`src/rtl/barcode_serializer.sv`:
```
// Frames captured ticket fields with guard patterns and an even-parity bit,
// then shifts the 62-bit frame out as a bar/space stream, MODULE_WIDTH clocks per bit.
module barcode_serializer #(
    parameter int unsigned MODULE_WIDTH = 4
) (
    input  logic        Clk,
    input  logic        Rst_n,
    input  logic        Start,
    input  logic        Abort,
    input  logic [44:0] StudentNumbers,
    input  logic [4:0]  ValueToPay,
    input  logic        P,
    input  logic [3:0]  D,
    output logic        BarOut,
    output logic        Busy,
    output logic        Done,
    output logic [5:0]  BitIndex
);

    localparam logic [7:0] MOD_LAST = 8'(MODULE_WIDTH - 1);
    localparam logic [5:0] BIT_LAST = 6'd61;

    typedef enum logic [1:0] {
        ST_IDLE = 2'd0,
        ST_SEND = 2'd1,
        ST_DONE = 2'd2
    } state_t;

    function automatic logic payload_parity(input logic [54:0] payload);
        return ^payload;
    endfunction

    // frame[i] is the i-th bit on the wire, so BitIndex indexes it directly
    function automatic logic [61:0] build_frame(input logic [44:0] sn, input logic [4:0] vtp,
                                                input logic p, input logic [3:0] d);
        logic [54:0] payload;
        logic [61:0] seq;
        logic [61:0] frame;
        payload = {sn, vtp, p, d};
        seq     = {3'b101, payload, payload_parity(payload), 3'b101};
        for (int i = 0; i < 62; i++) begin
            frame[i] = seq[61 - i];
        end
        return frame;
    endfunction

    state_t      state_r;
    logic [61:0] frame_r;
    logic [7:0]  mod_cnt_r;
    logic [5:0]  bit_idx_r;
    logic        bar_r;
    logic        busy_r;
    logic        done_r;

    logic [61:0] frame_load_s;
    logic [5:0]  bit_next_s;
    logic        bar_next_s;

    assign frame_load_s = build_frame(StudentNumbers, ValueToPay, P, D);

    // Next bit to present after a module wrap; only consumed below the last bit
    always_comb begin
        bit_next_s = bit_idx_r + 6'd1;
        if (bit_idx_r != BIT_LAST) begin
            bar_next_s = frame_r[bit_next_s];
        end else begin
            bar_next_s = 1'b0;
        end
    end

    // Sequencer: capture, bit/module timing, completion pulse and abort
    always_ff @(posedge Clk or negedge Rst_n) begin
        if (!Rst_n) begin
            state_r   <= ST_IDLE;
            frame_r   <= 62'd0;
            mod_cnt_r <= 8'd0;
            bit_idx_r <= 6'd0;
            bar_r     <= 1'b0;
            busy_r    <= 1'b0;
            done_r    <= 1'b0;
        end else begin
            case (state_r)
                ST_IDLE: begin
                    mod_cnt_r <= 8'd0;
                    bit_idx_r <= 6'd0;
                    done_r    <= 1'b0;
                    if (Start && !Abort) begin
                        frame_r <= frame_load_s;
                        bar_r   <= frame_load_s[0];
                        busy_r  <= 1'b1;
                        state_r <= ST_SEND;
                    end else begin
                        bar_r   <= 1'b0;
                        busy_r  <= 1'b0;
                        state_r <= ST_IDLE;
                    end
                end
                ST_SEND: begin
                    if (Abort) begin
                        mod_cnt_r <= 8'd0;
                        bit_idx_r <= 6'd0;
                        bar_r     <= 1'b0;
                        busy_r    <= 1'b0;
                        done_r    <= 1'b0;
                        state_r   <= ST_IDLE;
                    end else if (mod_cnt_r == MOD_LAST) begin
                        mod_cnt_r <= 8'd0;
                        if (bit_idx_r == BIT_LAST) begin
                            bit_idx_r <= 6'd0;
                            bar_r     <= 1'b0;
                            busy_r    <= 1'b0;
                            done_r    <= 1'b1;
                            state_r   <= ST_DONE;
                        end else begin
                            bit_idx_r <= bit_next_s;
                            bar_r     <= bar_next_s;
                        end
                    end else begin
                        mod_cnt_r <= mod_cnt_r + 8'd1;
                    end
                end
                ST_DONE: begin
                    done_r  <= 1'b0;
                    state_r <= ST_IDLE;
                end
                default: begin
                    mod_cnt_r <= 8'd0;
                    bit_idx_r <= 6'd0;
                    bar_r     <= 1'b0;
                    busy_r    <= 1'b0;
                    done_r    <= 1'b0;
                    state_r   <= ST_IDLE;
                end
            endcase
        end
    end

    assign BarOut   = bar_r;
    assign Busy     = busy_r;
    assign Done     = done_r;
    assign BitIndex = bit_idx_r;

endmodule

```
`config.mk`:
```
export PLATFORM = sky130hd
export DESIGN_NAME = barcode_serializer
export DESIGN_NICKNAME = d
export VERILOG_FILES = /design/src/rtl/barcode_serializer.sv
export SDC_FILE = /design/constraint.sdc
export NUM_CORES = 1
export LEC_CHECK = 0
export CELL_PAD_IN_SITES_DETAIL_PLACEMENT = 1
export CELL_PAD_IN_SITES_GLOBAL_PLACEMENT = 1
export CORE_MARGIN = 4
export CORE_UTILIZATION = 33
export CTS_BUF_LIST = sky130_fd_sc_hd__clkbuf_8
export CTS_CLUSTER_DIAMETER = 100
export DETAILED_ROUTE_END_ITERATION = 16
export PLACE_DENSITY = 0.68
export SETUP_SLACK_MARGIN = 0.05
export SYNTH_ARGS = -nofsm -noshare
export SYNTH_HDL_FRONTEND = slang
export SYNTH_SLANG_ARGS = --single-unit
```
`constraint.sdc`:
```
create_clock -name Clk -period 4.4 [get_ports Clk]
set_input_delay 0.66 -clock Clk [delete_from_list [all_inputs] [get_ports Clk]]
set_output_delay 0.66 -clock Clk [all_outputs]
set_load 0.02 [all_outputs]
```
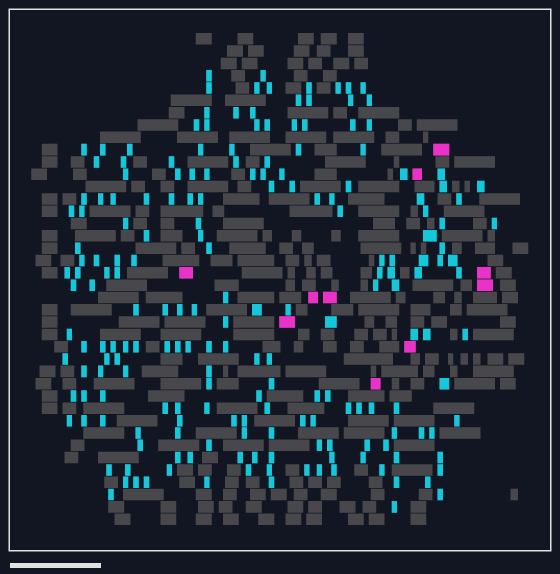
*Gate families picked out, run 1*
Scale bar: 20 µm.
[cyan] NAND gates | cells: 196 | most used: nand2_1 | where: spread over the die
[magenta] AND and OR gates | cells: 10 | most used: or3b_1
Comb/total area: 41.53%
Final Non-Filler Cells: 665

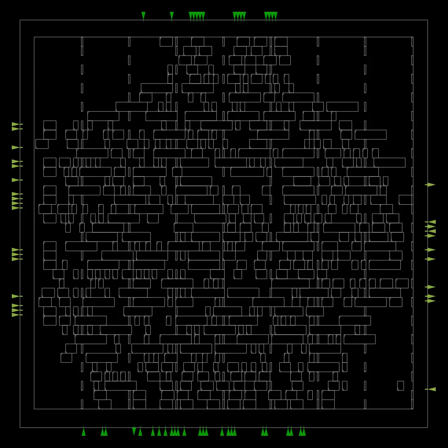
*Cell outlines without signal wires, run 1*
Seq area share: 36.86%
Tap Count: 168
final core utilization: 42.21%
FP Rows: 40

==> results.cfg, run 1 <==
; yosys + openroad results
[placement]
dp_slack_ns = 1.387
portBuffers = 67
dp_cells = 651

[run_status]
status = finished clean

[pwr]
total_power_mw = 2.079
clock_power_share_pct = 24.6
switching_power_mw = 0.6208
leakagePower_nw = 2.288
pwr.group.sequential_mw = 0.976
vdd_drop_max_uv = 137.3
p_int_mw = 1.458
pg_comb_mw = 0.591

[routing]
topRoutingLayerUsed = met4
wl_met2_mm = 5.202
drcViolationCount = 0

[global_route]
grt.busiest_layer = met2
grt_pass1_wl_mm = 17.62
use_met2_pct = 25.50
grt.total_usage_pct = 15.43
antenna_found_initial = 0

[synthesis]
syn_nets = 493
yosysSeqAreaShare_pct = 45.97
ff_type = dfrtp_1
synthCells = 431
yosysWarningCount = 0
synth_flops = 75
ys_sh_aoi_pct = 3.984
synthAdderAreaFrac_pct = 0.9194
yosysChipArea_mm2 = 0.004083

[critical_path]
reg2reg_from = BitIndex[1]
path_delay_family = AND-OR/OR-AND gates
timing_worst_setup_path_type = reg2reg
r2r_cells = 8

[finish]
combGateArea_mm2 = 0.002115
final_layout_size_suffix_gt1_share_pct = 7.042
syn2layout_area_growth_pct = 24.70
inverters_excl_clock = 1
seq_area_mm2 = 0.001877

[timing]
fin_skew_ns = 0.01002
fmaxAchievable_mhz = 343.0
grt_setup_unrepaired = no
setup_tns_ns = 0

[cts]
clock-sinks = 75
cts_resized = 0

[flow_run]
drv_cap = 0

[die]
design.core.area_mm2 = 0.01206
io_pins = 68
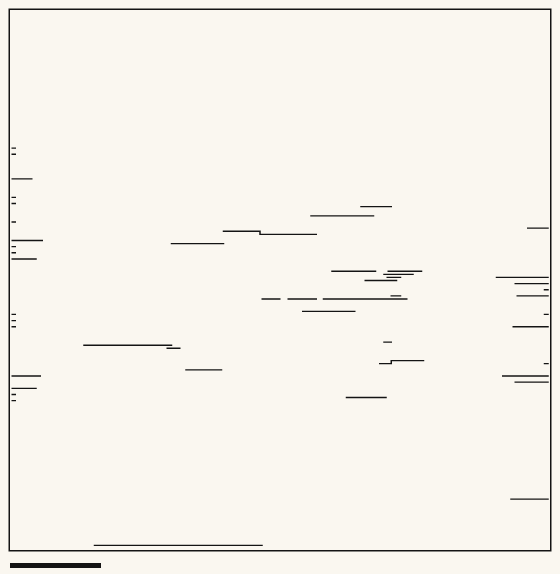
*The metal 3 layer, run 1*
Scale bar: 20 µm.
longest straight run: 37.0 µm
wire length on this layer: 318 µm
share of all routed wire: 3.1%
nets with wire on the layer: 40
met3 Use GR: 2.991%
vias: 3212
final wirelength: 10.37 mm

-- run 1: worst min-delay path by stage --
stage	start	end	slack, ns
3_5_place_dp	frame_r[42]	frame_r[42]	0.46
3_3_place_gp	frame_r[37]	frame_r[37]	0.46
4_1_cts	Rst_n	frame_r[32]	0.36
5_1_grt	Rst_n	frame_r[32]	0.40
2_1_floorplan	Rst_n	BarOut	0.36
6_report	Rst_n	frame_r[32]	0.34
-- run 1: placed cells by master, fill, tap and decap left out, types with 3 or more instances in the layout --
cell type	n
inv_1	3
or3b_1	3
mux4_2	11
nor2_1	8
buf_4	5
clkdlybuf4s50_1	66
clkbuf_8	10
nand2_1	180
o21ai_1	9
xor2_1	15
xnor2_1	45
nand3_1	10
nand2b_1	4
ha_1	3
dfrtp_1	75
nor2b_1	7
mux4_1	3
==> run 1 -> run 2 <==
PLACE_DENSITY = 0.7   (was 0.68)
clock period = 2.4 ns   (was 4.4 ns; I/O delays follow)
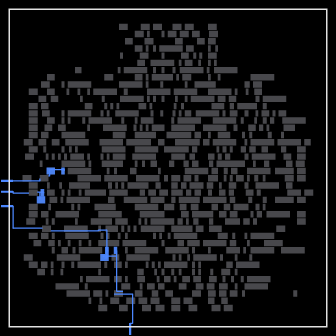
*I/O nets highlighted, run 2*
[blue] D | bits: 4 | direction: input | end cells: 7 | buffers: 4 | wire: 129 µm

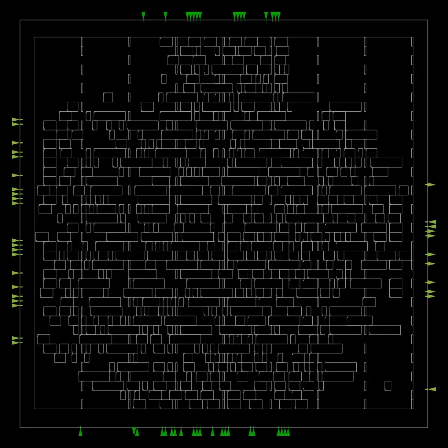
*Cell outlines without signal wires, run 2*
CORE AREA: 0.01206 mm²
Seq area share: 34.31%
final core utilization: 45.41%

==> run 2 against run 1 <==
Compared with the run above: critical path type unchanged; clock power rose by about 90%; clock-buffer cell count stayed put; worst hold slack lost 0.31 ns; fmax grew 28%; die size unchanged; largest power group unchanged; synthesized cell count stayed put.
==> results.cfg, run 2 <==
; yosys + openroad results
[synthesis]
area_leaders = dfrtp_1 (46%), nand2_1 (17%), xnor2_1 (9.7%), mux4_2 (6.1%), xor2_1 (3.2%)
syn_avg_cell_area_um2 = 9.473
synth_flops = 75
syn_nets = 493
edf_count = 0
yosysWarningCount = 0
ys_cells = 431
ff_type = dfrtp_1
yosysChipArea_mm2 = 0.004083
yosysTopAreaCellShare_pct = 45.97
synthesis.area_mm2 = 0.004083
synthCells = 431
synthArstFlopShare_pct = 100.0
yosysSeqAreaShare_pct = 45.97

[routing]
topRoutingLayerUsed = met4
routedWlPerCell_um = 15.82
drcViolationCount = 0
vias_per_cell = 4.781
routed_wl_mm = 11.07
wl_met2_mm = 5.615
via_count = 3347

[cts]
ctsHoldBuffers = 0
clock-sinks = 75
cts_resized = 8
htreeDepth = 3

[critical_path]
cp.depth = 10
reg2reg_from = BitIndex[0]
path_delay_family = buffers and inverters
r2r_cells = 10
crit_chain = buf_8, buf_6, ha_2, xor2_2, buf_6, mux2_2, nor3b_2, nor4_1, a211oi_1, o31ai_1
timing_worst_setup_path_type = reg2reg
cp-startpoint = BitIndex[0]
slowest_stage = dfrtp_2
start_kind = flop

[pwr]
total_power_mw = 3.942
pg_comb_mw = 1.17
p_per_area_mw_per_mm2 = 719.6
vdd_drop_max_uv = 309.0
clock_power_share_pct = 24.7
switching_power_mw = 1.198
power.group.top = sequential cells
p_int_mw = 2.743
p_clk_mw = 0.972
leakagePower_nw = 2.479
pwr.group.sequential_mw = 1.80

[finish]
syn2layout_area_growth_pct = 34.17
final_cells = 700
layout_top_cell = nand2_1
combGateArea_mm2 = 0.002172
final_layout_size_suffix_gt1_share_pct = 15.23
inverters_excl_clock = 1
design_area_mm2 = 0.005478
bufAreaShareNonClock_pct = 18.64
nNetsFinal = 590
nNonClkBuffers = 106
seq_area_mm2 = 0.001879
comb-cell-share_pct = 39.65
final_cell_mix = nand2_1 (180), dfrtp_1 (73), clkdlybuf4s50_1 (66), xnor2_1 (44), buf_4 (31)

[die]
die_y_um = 119.2
io_pins = 68
tap_cells = 168
num_rows = 40

[global_route]
grt.busiest_layer = met2
overflow = 0
grt.total_usage_pct = 16.26
grt_pass1_wl_mm = 18.50
use_met2_pct = 27.52
grt_pass1_vias = 3686
grt_use_met3_pct = 2.849
antenna_found_initial = 0

[placement]
dp_cells = 677
dp_slack_ns = -0.2042
portBuffers = 67

[timing]
setup_tns_ns = 0
fin_skew_ns = 0.01110
fmaxAchievable_mhz = 438.1
finalMaxSlewViolations = 0
min_period_ns = 2.282
tightest_slew_ns = 0.6503
finalSetupViolCount = 0
grt_setup_unrepaired = yes
period_used_pct = 95.10

[flow_run]
drv_cap = 0

[run_status]
status = finished clean
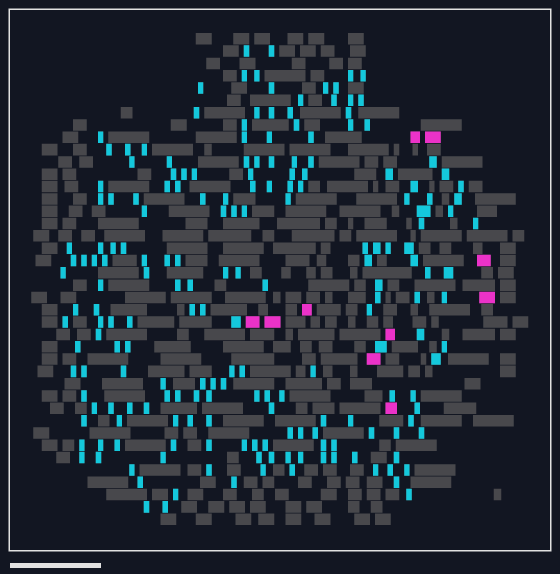
*Gate families picked out, run 2*
Scale bar: 20 µm.
[cyan] NAND gates | cells: 196 | most used: nand2_1
[magenta] AND and OR gates | cells: 10 | most used: or3b_1

==> run 2: netlist changes by cell type in the layout (fill, tap and decap cells not counted), sizes merged <==
cell      change
buf          +34
clkinv        +4
clkinvlp      -1
inv           -2
==> run 2: path summary, 6_finish.rpt <==
check | end | slack, ns
max in group asynchronous | BitIndex[1] | 1.77
min in group Clk | frame_r[40] | 0.48
worst min-delay path | frame_r[35] | 0.03
worst max register to register | BarOut | 0.12
worst min register to register | frame_r[40] | 0.48
worst max-delay path | BarOut | 0.12
==> run 2: cell families after synthesis <==
group,synth area share (%)
flops,45.97
mux,8.642
buf+inv,2.390
xor+xnor,13.97
simple gates,24.12
fa+ha+maj,0.9195
compound gates,3.984
Power figures rest on the tool's default switching activity, not on a simulated workload.
